Figure 1. Signal wires on met1.
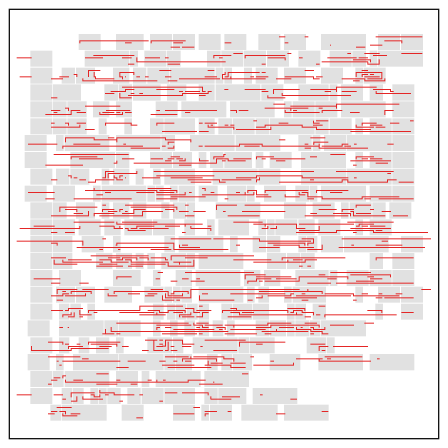
Figure 2. The metal 2 layer.
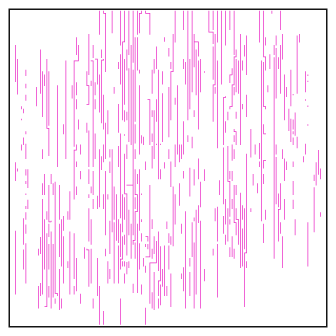
Figure 3. The metal 3 layer.
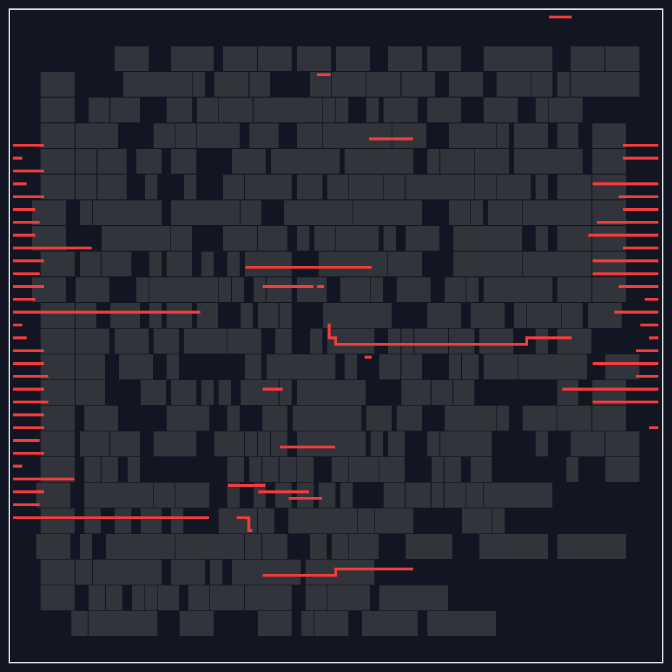
$ cat src/rtl/mem_arbiter.sv
`default_nettype none
// ============================================================================
// Module      : mem_arbiter
// Description : Shares one 16x8 memory port among clear, loader, fetch and
//               data-path requesters (clr > ld > round-robin if/dp).
// Revision    : 1.0 - initial release
// ============================================================================
module mem_arbiter #(
  parameter int AW         = 4,
  parameter int DW         = 8,
  parameter int RD_TIMEOUT = 8
) (
  input  logic          clk_i,
  input  logic          reset_i,
  input  logic          clr_req_i,
  output logic          clr_done_o,
  input  logic          ld_req_i,
  input  logic [AW-1:0] ld_addr_i,
  input  logic [DW-1:0] ld_wdata_i,
  output logic          ld_done_o,
  input  logic          if_req_i,
  input  logic [AW-1:0] if_addr_i,
  output logic [DW-1:0] if_rdata_o,
  output logic          if_done_o,
  input  logic          dp_req_i,
  input  logic          dp_we_i,
  input  logic [AW-1:0] dp_addr_i,
  input  logic [DW-1:0] dp_wdata_i,
  output logic [DW-1:0] dp_rdata_o,
  output logic          dp_done_o,
  output logic          rd_err_o,
  output logic          busy_o,
  output logic          mem_rw_o,
  output logic          mem_clr_o,
  output logic [AW-1:0] mem_address_o,
  output logic [DW-1:0] mem_data_in_o,
  input  logic [DW-1:0] mem_data_out_i,
  input  logic          mem_out_valid_i
);

  localparam logic [2:0] S_IDLE    = 3'd0;
  localparam logic [2:0] S_WR      = 3'd1;
  localparam logic [2:0] S_RD_WAIT = 3'd2;
  localparam logic [2:0] S_CLR     = 3'd3;
  localparam logic [2:0] S_DONE    = 3'd4;

  localparam logic [1:0] OWN_CLR = 2'd0;
  localparam logic [1:0] OWN_LD  = 2'd1;
  localparam logic [1:0] OWN_IF  = 2'd2;
  localparam logic [1:0] OWN_DP  = 2'd3;

  localparam int TW = $clog2(RD_TIMEOUT + 1);

  logic [2:0]    state_q, state_d;
  logic [1:0]    owner_q;
  logic [AW-1:0] addr_q;
  logic [DW-1:0] wdata_q;
  logic [TW-1:0] tmo_q;
  logic          err_q;
  logic          last_dp_q;
  logic [DW-1:0] if_rdata_q;
  logic [DW-1:0] dp_rdata_q;

  logic          win_vld;
  logic [1:0]    win_own;
  logic [AW-1:0] win_addr;
  logic [DW-1:0] win_wdata;
  logic          win_we;
  logic          tmo_last;
  logic          rd_end;

  assign tmo_last = (tmo_q == TW'(RD_TIMEOUT - 1));
  assign rd_end   = mem_out_valid_i || tmo_last;

  // last_dp_q set means dp was served last, so fetch wins a tie
  always_comb begin : arb
    win_vld   = 1'b1;
    win_own   = OWN_CLR;
    win_addr  = '0;
    win_wdata = '0;
    win_we    = 1'b0;
    if (clr_req_i) begin
      win_own = OWN_CLR;
    end else if (ld_req_i) begin
      win_own   = OWN_LD;
      win_addr  = ld_addr_i;
      win_wdata = ld_wdata_i;
      win_we    = 1'b1;
    end else if (if_req_i && (!dp_req_i || last_dp_q)) begin
      win_own  = OWN_IF;
      win_addr = if_addr_i;
    end else if (dp_req_i) begin
      win_own   = OWN_DP;
      win_addr  = dp_addr_i;
      win_wdata = dp_wdata_i;
      win_we    = dp_we_i;
    end else begin
      win_vld = 1'b0;
    end
  end

  always_ff @(posedge clk_i) begin : fsm_state
    if (reset_i) state_q <= S_IDLE;
    else         state_q <= state_d;
  end

  always_comb begin : fsm_next
    state_d = state_q;
    case (state_q)
      S_IDLE: begin
        if (win_vld) begin
          if (win_own == OWN_CLR) state_d = S_CLR;
          else if (win_we)        state_d = S_WR;
          else                    state_d = S_RD_WAIT;
        end
      end
      S_WR:      state_d = S_DONE;
      S_CLR:     state_d = S_DONE;
      S_RD_WAIT: if (rd_end) state_d = S_DONE;
      S_DONE:    state_d = S_IDLE;
      default:   state_d = S_IDLE;
    endcase
  end

  always_ff @(posedge clk_i) begin : datapath
    if (reset_i) begin
      owner_q    <= OWN_CLR;
      addr_q     <= '0;
      wdata_q    <= '0;
      tmo_q      <= '0;
      err_q      <= 1'b0;
      last_dp_q  <= 1'b1;
      if_rdata_q <= '0;
      dp_rdata_q <= '0;
    end else begin
      case (state_q)
        S_IDLE: begin
          if (win_vld) begin
            owner_q <= win_own;
            addr_q  <= win_addr;
            wdata_q <= win_wdata;
            tmo_q   <= '0;
            err_q   <= 1'b0;
          end
        end
        S_RD_WAIT: begin
          // Read data lands in the owner's holding register on entry to DONE
          if (rd_end) begin
            err_q <= !mem_out_valid_i;
            if (owner_q == OWN_IF) if_rdata_q <= mem_out_valid_i ? mem_data_out_i : '0;
            else                   dp_rdata_q <= mem_out_valid_i ? mem_data_out_i : '0;
          end else begin
            tmo_q <= tmo_q + 1'b1;
          end
        end
        S_DONE: begin
          if (owner_q == OWN_IF)      last_dp_q <= 1'b0;
          else if (owner_q == OWN_DP) last_dp_q <= 1'b1;
        end
        default: ;
      endcase
    end
  end

  always_comb begin : fsm_out
    busy_o        = (state_q != S_IDLE);
    mem_rw_o      = 1'b0;
    mem_clr_o     = 1'b0;
    mem_address_o = '0;
    mem_data_in_o = '0;
    clr_done_o    = 1'b0;
    ld_done_o     = 1'b0;
    if_done_o     = 1'b0;
    dp_done_o     = 1'b0;
    rd_err_o      = 1'b0;
    case (state_q)
      S_WR: begin
        mem_rw_o      = 1'b1;
        mem_address_o = addr_q;
        mem_data_in_o = wdata_q;
      end
      S_RD_WAIT: mem_address_o = addr_q;
      S_CLR:     mem_clr_o     = 1'b1;
      S_DONE: begin
        rd_err_o = err_q;
        case (owner_q)
          OWN_CLR: clr_done_o = 1'b1;
          OWN_LD:  ld_done_o  = 1'b1;
          OWN_IF:  if_done_o  = 1'b1;
          default: dp_done_o  = 1'b1;
        endcase
      end
      default: ;
    endcase
  end

  assign if_rdata_o = if_rdata_q;
  assign dp_rdata_o = dp_rdata_q;

endmodule
`default_nettype wire

$ cat config.mk
export PLATFORM = sky130hd
export DESIGN_NAME = mem_arbiter
export DESIGN_NICKNAME = d
export VERILOG_FILES = /design/src/rtl/mem_arbiter.sv
export SDC_FILE = /design/constraint.sdc
export NUM_CORES = 1
export LEC_CHECK = 0
export CAP_MARGIN = 20
export CORE_MARGIN = 2
export CORE_UTILIZATION = 46
export CTS_CLUSTER_DIAMETER = 80
export DETAILED_ROUTE_END_ITERATION = 8
export GPL_TIMING_DRIVEN = 0
export PLACE_DENSITY = 0.85
export SETUP_SLACK_MARGIN = 0.02
export SLEW_MARGIN = 10
export SYNTH_ARGS = -nofsm -noshare
export SYNTH_HDL_FRONTEND = slang
export SYNTH_SLANG_ARGS = --single-unit
$ cat constraint.sdc
create_clock -name clk_i -period 2.9 [get_ports clk_i]
set_input_delay 0.58 -clock clk_i [delete_from_list [all_inputs] [get_ports clk_i]]
set_output_delay 0.58 -clock clk_i [all_outputs]
set_load 0.03 [all_outputs]
==> notes.md <==
Update from the flow run.

The run finished with clean final reports. The start-to-end type of the worst setup path is reg -> out. The library cells used most frequently in the layout, excluding fill and tap cells, are sky130_fd_sc_hd__clkdlybuf4s50_1, sky130_fd_sc_hd__dfxtp_1, sky130_fd_sc_hd__nor2_1. In this run the deepest clock path goes through 2 buffers. The number of global-route vias before repair is 1814. For the pin with the worst max-slew slack, the measured transition is 656.9 ps. The dominant power group in this design is sequential cells. The pre-antenna-repair detailed-routing pass consisted of 4 iterations. The fraction of layout instances using a drive strength above 1 is 6.390%.

The share of total power dissipated in combinational logic is 27.2%. The register area is 780.7 µm². After detailed routing, no signal wire sits above met4. The count of synthesis-stage warnings from yosys is 0. For this block, the routed nets add up to 5.052 mm of wire. Among cell families on the critical path, the largest total delay comes from buffers and inverters. The combinational gate count is 168. The post-synthesis cell type with the largest combined area is sky130_fd_sc_hd__dfxtp_1. The clock-net power is 386 µW.

For this block, wires on met1 add up to 2.171 mm. The die is 69.08 µm wide. The post-synthesis share of cell area spent on and, or, nand and nor gates is 25.88%. The endpoint of the worst-slack reg-to-reg timing path is tmo_q[3]$_SDFFE_PP0P_. The synthesis run shows the most used standard cells to be sky130_fd_sc_hd__dfxtp_1, sky130_fd_sc_hd__nor2_1, sky130_fd_sc_hd__and2_1.

The met1 track utilization from global routing is 26.59%. Detailed placement finished with a half-perimeter wire length of 3.765 mm. The largest cell class by area is combinational gates. The final critical path takes up 95.37% of the cycle.

The total area inside the core boundary comes to 4029 µm². In the detailed route, the total length drawn on met3 is 301 µm. The sequential share of cell area is 26.64%.

Setup repair after global routing left no endpoint under its margin. Counting flops with a built-in enable in the synthesized netlist gives 0. Entering global routing, the biggest net connects 13 pins. The global route total overflow is 0. The final tally of max-slew violations is 0.

Along the worst path, the maximum fanout reaches 9. The sequential logic power is 582 µW. For this run, the top clock speed supported by timing is 361.6 MHz. The number of logged tool warnings is 26. For the worst flop-to-flop path, the logic depth is 7. The worst hold path stage count is 2. The DRC violation total left in the routed layout is recorded as 0. Yosys reports that the leading cell type by area covers 40.08% of the netlist area.

The final layout net count is 357. The register-to-register path setup slack is 950 ps. In this run switching power makes up 30.61% of total power. Global route summary, busiest routing layer listed as met2. The launch point of the worst min-delay path is recorded as addr_q[3]$_SDFFE_PP0P_.

The most frequent standard cell in the layout excluding fill and tap cells is sky130_fd_sc_hd__clkdlybuf4s50_1. Per the post-synthesis report, the nets total 271. The clock group share of total power is 29.0%. The total number of sequential cells is 39. In this run the count of I/O pins placed on the die edge is 80. TritonRoute output was used to compute an average wire per cell of 13.92 µm.

The area recorded from the Yosys report for this design is 1948 µm². The dominant register cell is sky130_fd_sc_hd__dfxtp_1. The post-synthesis register bit count is 39. The average vias per placed instance is 5.314. Across all layers, the routed design uses 1929 vias. The power report lists cell-internal power as 923.4 µW. The post-layout minimum cycle time is 2766 ps.

According to the floorplan report, the total die area is 4771 µm². The share of cell area taken by muxes after synthesis is 8.735%. The skew report gives the latency at the later pin of the worst-skew pair as 290 ps. Ranked by total cell area, the synthesized netlist is headed by sky130_fd_sc_hd__dfxtp_1, sky130_fd_sc_hd__mux2i_1, sky130_fd_sc_hd__and2_1. The multi-input combinational cells in the finished layout cover a total of 1094 µm². CTS added clock buffers totalling 5. The fraction of the core area occupied by cells at floorplan is 48.35%. The relative area change from synthesis to final layout is 50.42%. The registers of the reported paths see a clock transition of 80 ps.

The portion of the post-synthesis area used by sequential elements is 40.08%. The destination of the critical timing path is mem_data_in_o[6]. The cell count after synthesis is 226. The number of nets with antenna violations after detailed routing is 0.

The number of buffers added on ports is 78. Listed in order, past its start point the critical path passes clkbuf_1 > inv_1 > nor3_4 > buf_12 > and2_1 > clkdlybuf4s50_1. The dominant kind of combinational cell is simple AND/OR/NAND/NOR gates. The kind of end point of the critical path is a primary output. The tally of max-capacitance violations is 0. sky130_fd_sc_hd__dfxtp_1 is the most common cell in the netlist. Before any placement, the netlist area is recorded as 1948 µm². The maximum single-stage delay on the critical path is 670 ps. The final layout report lists a non-clock buffer count of 93.

The wire length of the first global-routing pass is 8.528 mm. The tightest slew margin relative to the limit is 56.21%. The post-synthesis share of cell area spent on and-or and or-and gates is 19.85%. The final count of negative-setup-slack endpoints is 0. The arrival time of data at the critical path endpoint is 2190 ps. The path with the worst hold slack has its endpoint at addr_q[3]$_SDFFE_PP0P_. In this run the clock root is driven by a sky130_fd_sc_hd__clkbuf_8.

The number of diodes added for antenna fixing is 0. The cell at the slowest stage of the critical path is sky130_fd_sc_hd__clkdlybuf4s50_1. Setup total negative slack on the finished layout was measured at 0 ps. The multi-input gate share of the layout cell area is 37.32%. Clock skew on the completed layout was measured at 6.286 ps. The total leakage power is 1.282 nW.

The number of antenna violations at the first check in global routing is 0. Clock buffers in the final layout number 7. For this design, Yosys synthesis ends with a cell count of 226. Per the synthesis report, the XOR/XNOR share of the synthesized area is 0.4496%.

The net switching power figure is 407.3 µW. Counting distinct cell types in the post-synthesis netlist gives 42. Along the critical path, the tally of buffer and inverter instances is 4. The y dimension of the die is 69.08 µm.

The floorplan has 23 rows. The data required time at the worst endpoint is 2320 ps. The final-layout non-clock buffer area share is 30.02%.

The tightest min-delay check is of the reg -> reg type. The clock sink count is 39. Fill cells in the final layout number 337. Per the power-grid run, VDD falls by no more than 0.0002869 V. The worst setup path is launched from a flop.

The count of final hold-check violations is 0. The power density over the cells is 454.1 nW/µm². The clock buffer and inverter area fraction after layout is 3.245%. The violation count after the first detailed-routing iteration is 85. In the synthesized netlist the async set-or-reset flop fraction comes to 0%.

The combinational power is 362 µW. The number of inverters outside the clock class in the layout is 5. A synthesized cell averages 8.620 µm².

The part of the power in registers is 43.7%. TritonCTS built the clock tree. The met2 usage in global routing is 37.29%.

The tap cell instance count is 50. The clock tree synthesis step divided the H-tree into 2 levels. The met3 routing resource usage after global routing is 6.287%. The launch point of the critical path was reported as state_q[0]$_SDFFE_PP0P_. Overall routing resource usage recorded by global route was 22.20%. Per the detail_route log, met2 wirelength is 2.477 mm.

The timing report lists the critical path depth as 6 cells. The post-synthesis adder-cell area fraction is 0.6423%. The launch point of the worst register-to-register path is recorded as tmo_q[0]$_SDFFE_PP0P_. The share of the core filled with cells is 72.73%. Per the gpl log, the routability congestion estimate is 0.8389.
Back to the opening pictures, Figure 1:
- nets with wire on the layer: 313
- share of all routed wire: 43%

Back to the opening pictures, Figure 2:
- longest straight run: 43.9 µm
- share of all routed wire: 49%
- nets with wire on the layer: 291

Back to the opening pictures, Figure 3:
- longest straight run: 20.5 µm
- share of all routed wire: 6.0%
- wire length on this layer: 302 µm

[metrics by stage]
stage | cell area (µm²) | hold slack, ps | worst slack, ps | std cells | power, mW
after CTS | 2898 | 454.6 | 118.2 | 362 | 1.331
after floorplan | 1948 | 416.7 | 395.9 | 226 | 0.7990
after global routing | 2930 | 490.3 | 9.838 | 363 | 1.401
after global placement | 2791 | 429.8 | 126.7 | 354 | 0.9339
final | 2930 | 448.4 | 134.3 | 363 | 1.331
after detailed placement | 2791 | 437.0 | 49.47 | 354 | 0.9402
[timing repair]
action,in CTS,in global routing
gates resized,2,5
endpoints found under the setup margin,9,8
pin swaps,0,1
buffers inserted,0,1
hold buffers,0,0
Power and IR drop assume default switching activity.
